### src/rtl/uart_host.sv
// uart_host: host-side serial link model for a SoC UART pin pair.
//
// Transmit: a start pulse (accepted only while busy=0) sends txlen 32-bit
// words read from a source memory at txaddr. Each word goes out as four
// 10-bit frames (start 0, d0..d7 LSB first, stop 1), MSB byte first, frames
// back to back, followed by IDLE_GAP idle-high cycles. After the last gap
// txdone pulses, busy drops and txaddr returns to 0.
//
// Receive: always armed and independent of transmit. Frames on datai are
// assembled into words (first byte -> [31:24]) and written to a sink memory
// through rxwe/rxaddr/rxdata. A run of TIMEOUT idle-high cycles after at
// least one written word ends the burst: rxdone pulses, rxcount captures the
// number of words and rxaddr returns to 0. rxerr is sticky (framing error or
// a burst ending mid-word) and is cleared by an accepted start.
//
// Ports:
//   clk, nrst        clock (posedge), asynchronous active-low reset
//   start, txlen     transmit request pulse and word count
//   txaddr, txdata   source memory address out / word in (combinational)
//   datao, datai     serial out / in, idle level 1
//   rxwe, rxaddr, rxdata   sink memory write port
//   busy, txdone     transmit in progress / end-of-transmit pulse
//   rxdone, rxerr    end-of-receive pulse / sticky receive error
//   rxcount          words written in the last completed receive burst
module uart_host #(
    parameter int AW       = 16,
    parameter int IDLE_GAP = 1,
    parameter int TIMEOUT  = 64
) (
    input  logic          clk,
    input  logic          nrst,
    input  logic          start,
    input  logic [AW-1:0] txlen,
    output logic [AW-1:0] txaddr,
    input  logic [31:0]   txdata,
    output logic          datao,
    input  logic          datai,
    output logic          rxwe,
    output logic [AW-1:0] rxaddr,
    output logic [31:0]   rxdata,
    output logic          busy,
    output logic          txdone,
    output logic          rxdone,
    output logic          rxerr,
    output logic [AW-1:0] rxcount
);

    localparam int IW = $clog2(TIMEOUT + 1);

    typedef enum logic [1:0] {TIDLE, TSEND, TGAP} tstate_t;
    typedef enum logic [2:0] {RIDLE, RDATA, RSTOP, RPOST, RWAIT} rstate_t;

    // ------------------------------------------------------------------
    // Transmit machine
    // ------------------------------------------------------------------
    tstate_t       tstate;
    logic [31:0]   tword;   // current byte always sits in [31:24]
    logic [3:0]    tbit;    // frame position currently on datao (0..9)
    logic [1:0]    tbyte;   // byte of the word being sent
    logic [3:0]    tgap;    // idle cycles sent so far
    logic [AW-1:0] tleft;   // words still to finish, including current
    logic [7:0]    tcur;

    logic          tx_accept;

    assign tcur      = tword[31:24];
    assign tx_accept = start && (tstate == TIDLE);

    always_ff @(posedge clk or negedge nrst) begin
        if (!nrst) begin
            tstate <= TIDLE;
            tword  <= '0;
            tbit   <= '0;
            tbyte  <= '0;
            tgap   <= '0;
            tleft  <= '0;
            txaddr <= '0;
            datao  <= 1'b1;
            busy   <= 1'b0;
            txdone <= 1'b0;
        end else begin
            txdone <= 1'b0;
            case (tstate)
                TIDLE: begin
                    if (start) begin
                        if (txlen == '0) begin
                            txdone <= 1'b1;
                        end else begin
                            // This edge begins byte 0: latch word, drive start bit.
                            tword  <= txdata;
                            txaddr <= txaddr + AW'(1);
                            tleft  <= txlen;
                            tbit   <= '0;
                            tbyte  <= '0;
                            datao  <= 1'b0;
                            busy   <= 1'b1;
                            tstate <= TSEND;
                        end
                    end
                end
                TSEND: begin
                    if (tbit != 4'd9) begin
                        tbit  <= tbit + 4'd1;
                        // Next position tbit+1: data bit tbit, or stop bit at 9.
                        datao <= (tbit == 4'd8) ? 1'b1 : tcur[tbit[2:0]];
                    end else if (tbyte != 2'd3) begin
                        tbyte <= tbyte + 2'd1;
                        tword <= {tword[23:0], 8'h00};
                        tbit  <= '0;
                        datao <= 1'b0;
                    end else begin
                        tleft  <= tleft - AW'(1);
                        tgap   <= 4'd1;
                        datao  <= 1'b1;
                        tstate <= TGAP;
                    end
                end
                TGAP: begin
                    if (tgap == 4'(IDLE_GAP)) begin
                        if (tleft == '0) begin
                            txdone <= 1'b1;
                            busy   <= 1'b0;
                            txaddr <= '0;
                            tstate <= TIDLE;
                        end else begin
                            tword  <= txdata;
                            txaddr <= txaddr + AW'(1);
                            tbit   <= '0;
                            tbyte  <= '0;
                            datao  <= 1'b0;
                            tstate <= TSEND;
                        end
                    end else begin
                        tgap <= tgap + 4'd1;
                    end
                end
                default: begin
                    tstate <= TIDLE;
                    datao  <= 1'b1;
                    busy   <= 1'b0;
                end
            endcase
        end
    end

    // ------------------------------------------------------------------
    // Receive machine
    // ------------------------------------------------------------------
    rstate_t       rstate;
    logic [7:0]    rshift;
    logic [2:0]    rbit;
    logic [1:0]    bytecnt;
    logic [31:0]   rword;
    logic [IW-1:0] idlecnt;
    logic          wrote;   // a word was written since the last rxdone

    logic          idle_full;
    logic          burst_end;

    assign idle_full = (idlecnt == IW'(TIMEOUT));
    assign burst_end = idle_full && wrote && (rstate == RIDLE);

    always_ff @(posedge clk or negedge nrst) begin
        if (!nrst) begin
            rstate  <= RIDLE;
            rshift  <= '0;
            rbit    <= '0;
            bytecnt <= '0;
            rword   <= '0;
            idlecnt <= '0;
            wrote   <= 1'b0;
            rxwe    <= 1'b0;
            rxaddr  <= '0;
            rxdata  <= '0;
            rxdone  <= 1'b0;
            rxerr   <= 1'b0;
            rxcount <= '0;
        end else begin
            rxwe   <= 1'b0;
            rxdone <= 1'b0;

            // A new error in the same cycle overrides the clear below.
            if (tx_accept) begin
                rxerr <= 1'b0;
            end

            // rxaddr advances the cycle after the write it addressed.
            if (rxwe) begin
                rxaddr <= rxaddr + AW'(1);
            end else if (burst_end) begin
                rxdone  <= 1'b1;
                rxcount <= rxaddr;
                rxaddr  <= '0;
                wrote   <= 1'b0;
            end

            if (!datai) begin
                idlecnt <= '0;
            end

            case (rstate)
                RIDLE: begin
                    if (!datai) begin
                        rbit   <= '0;
                        rstate <= RDATA;
                    end else if (!idle_full) begin
                        idlecnt <= idlecnt + IW'(1);
                    end
                end
                RDATA: begin
                    rshift <= {datai, rshift[7:1]};
                    rbit   <= rbit + 3'd1;
                    if (rbit == 3'd7) begin
                        rstate <= RSTOP;
                    end
                end
                RSTOP: begin
                    if (datai) begin
                        case (bytecnt)
                            2'd0: rword[31:24] <= rshift;
                            2'd1: rword[23:16] <= rshift;
                            2'd2: rword[15:8]  <= rshift;
                            default: begin
                                rword[7:0] <= rshift;
                                rxdata     <= {rword[31:8], rshift};
                                rxwe       <= 1'b1;
                                wrote      <= 1'b1;
                            end
                        endcase
                        bytecnt <= bytecnt + 2'd1;
                        rstate  <= RPOST;
                    end else begin
                        rxerr   <= 1'b1;
                        bytecnt <= '0;
                        rstate  <= RWAIT;
                    end
                end
                RPOST: begin
                    if (!datai) begin
                        rbit   <= '0;
                        rstate <= RDATA;
                    end else begin
                        // Line went idle: a partial word is an error.
                        if (bytecnt != 2'd0) begin
                            rxerr   <= 1'b1;
                            bytecnt <= '0;
                        end
                        if (!idle_full) begin
                            idlecnt <= idlecnt + IW'(1);
                        end
                        rstate <= RIDLE;
                    end
                end
                RWAIT: begin
                    if (datai) begin
                        rstate <= RIDLE;
                    end
                end
                default: rstate <= RIDLE;
            endcase
        end
    end

endmodule

### config.mk
export PLATFORM = sky130hd
export DESIGN_NAME = uart_host
export DESIGN_NICKNAME = d
export VERILOG_FILES = /design/src/rtl/uart_host.sv
export SDC_FILE = /design/constraint.sdc
export NUM_CORES = 1
export LEC_CHECK = 0
export CAP_MARGIN = 20
export CORE_ASPECT_RATIO = 1.1
export CORE_MARGIN = 8
export CORE_UTILIZATION = 55
export CTS_BUF_LIST = sky130_fd_sc_hd__clkbuf_4 sky130_fd_sc_hd__clkbuf_8 sky130_fd_sc_hd__clkbuf_16
export CTS_CLUSTER_DIAMETER = 60
export DETAILED_ROUTE_END_ITERATION = 8
export PLACE_DENSITY = 0.81
export SLEW_MARGIN = 10
export SYNTH_ARGS = -nofsm -noshare
export SYNTH_HDL_FRONTEND = slang
export SYNTH_SLANG_ARGS = --single-unit
export TNS_END_PERCENT = 50
### constraint.sdc
create_clock -name clk -period 2.42 [get_ports clk]
set_input_delay 0.484 -clock clk [delete_from_list [all_inputs] [get_ports clk]]
set_output_delay 0.484 -clock clk [all_outputs]
set_load 0.01 [all_outputs]
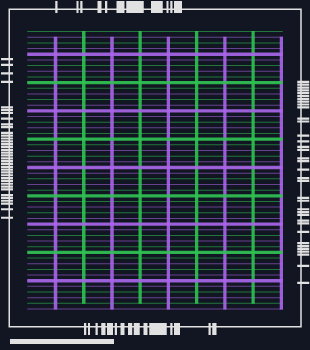
Fig. 1. Power grid (run 1).
Scale bar: 50 um. Pins as bars on the die edge.
net	colour
VSS	purple
VDD	green
met5 straps	9
rows	49
met1 rails	50
signal pins	138
met4 straps	9
die x size: 139 um
VDD IR-drop max: 0.596 mV

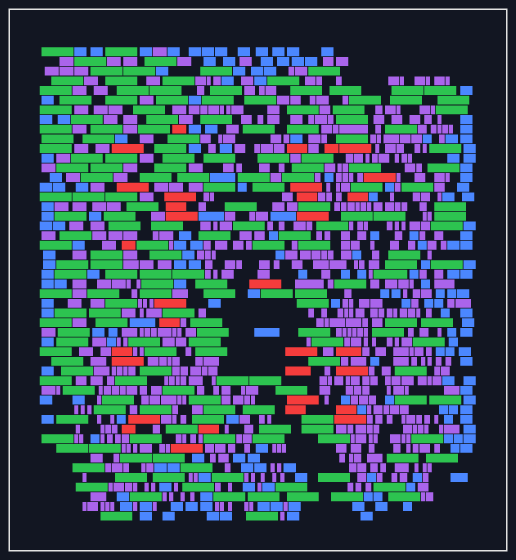
Fig. 2. Cell classes on the final placement (run 1).
class	colour	cells	share of their area
all other logic	purple	616	36%
clock drivers and dummy loads	red	32	5.7%
flip-flops	green	194	42%
other buffers and delay cells	blue	192	16%
row count: 49
design area: 11,800 sq um
sequential fraction of total cell area: 41.2%
Core ar.: 16,400 sq um
Layout Utilization: 72.1%

==> flow_metrics.py, run 1 <==
# Auto-generated metrics
metrics = {
    "final_timing": {
        "period_minus_slack_ps": 2270,
        "finalHoldViolations": 0,
        "max_freq_ghz": 0.441,
    },
    "layout": {
        "nClkBuffers": 17,
        "fin_nets": 1088,
        "num-nonclk-inverters": 25,
        "ff_count": 194,
        "logic_gate_count": 591,
    },
    "job": {
        "drv_cap": 0,
        "warnings": 32,
    },
    "route": {
        "top_layer_used": "met5",
        "wire_per_inst_um": 18.7,
        "vias": 7290,
        "drtAntennaViolNets": 0,
    },
    "critical_path": {
        "reg2reg_to": "tleft[13]$_DFFE_PN0P_",
        "rrSetupSlack_ps": 150,
    },
    "worst_hold_path": {
        "min_path_type": "primary input to async pin",
    },
    "yosys": {
        "top_cell_area_share_pct": 52.4,
        "mux_area_share_pct": 11.5,
    },
    "clock_tree": {
        "clkTransAtPathRegs_ps": 80,
        "clock_sinks": 194,
        "clock-root-buffer": "clkbuf_16",
        "cts_buffer_depth": 2,
    },
    "placement": {
        "place.detailed.hpwl_um": 15600,
        "routabilityCongestion": 0.901,
        "port-buffer-count": 137,
    },
    "status": {
        "status": "finished clean",
    },
    "power_and_ir_drop": {
        "powerSeq_w": 0.00412,
    },
    "grt": {
        "grt_pass1_vias": 7475,
        "gr-total-overflow": 0,
    },
}
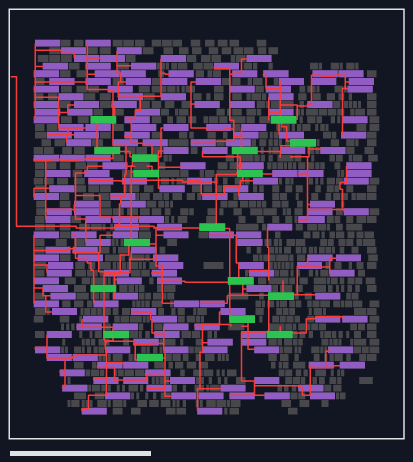
Fig. 3. Routed clock nets over the placement (run 1).
Scale bar: 50 um.
[flip-flops] purple | count: 194
[clock wires] red | length: 2,110 um
[cells driving clock nets] green | count: 17
routed clock nets	18
skew final: 11.7 ps
clock network power: 0.00300 W

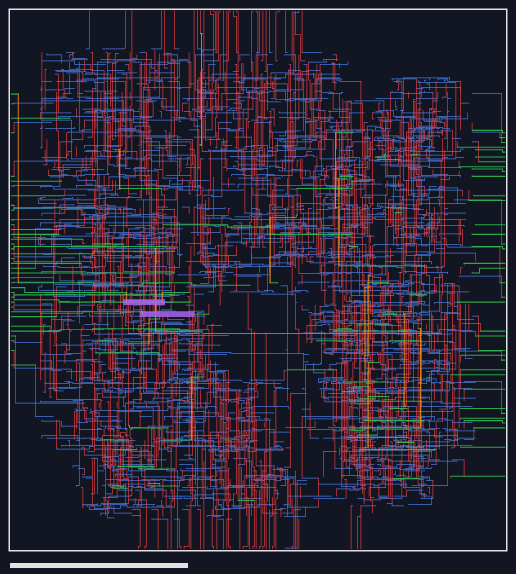
Fig. 4. Metal layers overlaid (run 1).
Scale bar: 50 um.
layer	colour	wire length
met5	purple	23.9 um
met4	orange	339 um
met2	red	11,700 um
met1	blue	9,450 um
met3	green	1,550 um

--- run 2 (diff from run 1) ---
--- a/config.mk
+++ b/config.mk
@@ -7,7 +7,6 @@
 export LEC_CHECK = 0
 export CAP_MARGIN = 20
 export CORE_ASPECT_RATIO = 1.1
-export CORE_MARGIN = 8
 export CORE_UTILIZATION = 55
 export CTS_BUF_LIST = sky130_fd_sc_hd__clkbuf_4 sky130_fd_sc_hd__clkbuf_8 sky130_fd_sc_hd__clkbuf_16
 export CTS_CLUSTER_DIAMETER = 60
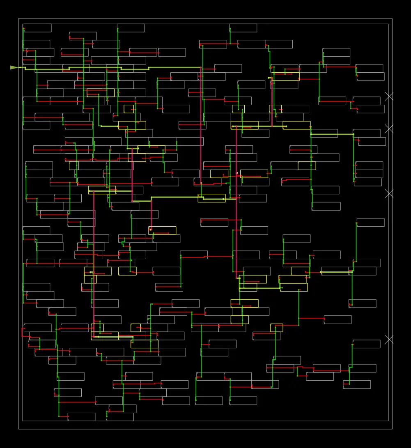
Fig. 5. Clock routing (run 2).
clk ins delay skew pair: 430 ps
clock buffers: 17
skew final: 12.1 ps
Num CTS Buffers: 17
Seq Cell Count: 194

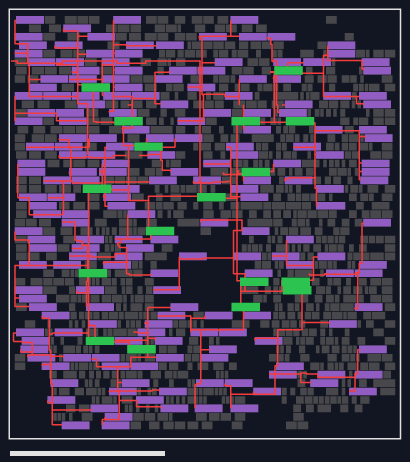
Fig. 6. Routed clock nets over the placement (run 2).
Scale bar: 50 um.
[cells driving clock nets] green | count: 17
[flip-flops] purple | count: 194
[clock wires] red | length: 2,060 um
flops lie	widely spread
routed clock nets	18

==> run 2 against run 1 <==
Net effect: the flow now finishes with violations (DRC); first-iteration DRC count decreased by 11%; wire length decreased by 6.7%; critical path depth increased by 2; sequential share of layout area about the same; cell count increased by 0.40%; fmax decreased by 0.36%; core utilization increased by 0.061 points; clock power decreased by 4%; clock-buffer cell count unchanged; sequential cell count unchanged.
==> flow_metrics.py, run 2 <==
# Auto-generated metrics
metrics = {
    "route": {
        "drtAntennaViolNets": 0,
        "wire_per_inst_um": 17.3,
        "drc": 4,
        "top_layer_used": "met4",
    },
    "layout": {
        "seqAreaFraction_pct": 41.1,
        "logic_gate_count": 591,
        "fin_area_sq_um": 11800,
        "fin_util_pct": 72.1,
        "fin_nets": 1092,
    },
    "status": {
        "violations": "DRC",
        "status": "complete, but fails checks",
    },
    "grt": {
        "grt_pass1_vias": 6944,
    },
    "clock_tree": {
        "clock-root-buffer": "clkbuf_16",
        "cts_buffer_depth": 2,
        "clock_sinks": 194,
    },
    "yosys": {
        "top_cell_area_share_pct": 52.4,
    },
    "power_and_ir_drop": {
        "vdd_drop_max_mv": 0.574,
        "powerClk_w": 0.00288,
        "powerSeq_w": 0.00411,
    },
    "job": {
        "drv_cap": 0,
        "warnings": 32,
    },
    "worst_hold_path": {
        "min_path_type": "primary input to async pin",
    },
    "floorplanning": {
        "die_width_um": 125,
        "core-area_sq_um": 16400,
        "row_count": 49,
    },
    "final_timing": {
        "period_minus_slack_ps": 2280,
    },
    "placement": {
        "place.detailed.hpwl_um": 14700,
        "routabilityCongestion": 0.917,
    },
    "critical_path": {
        "rrSetupSlack_ps": 230,
    },
}
Power and IR drop assume default switching activity.
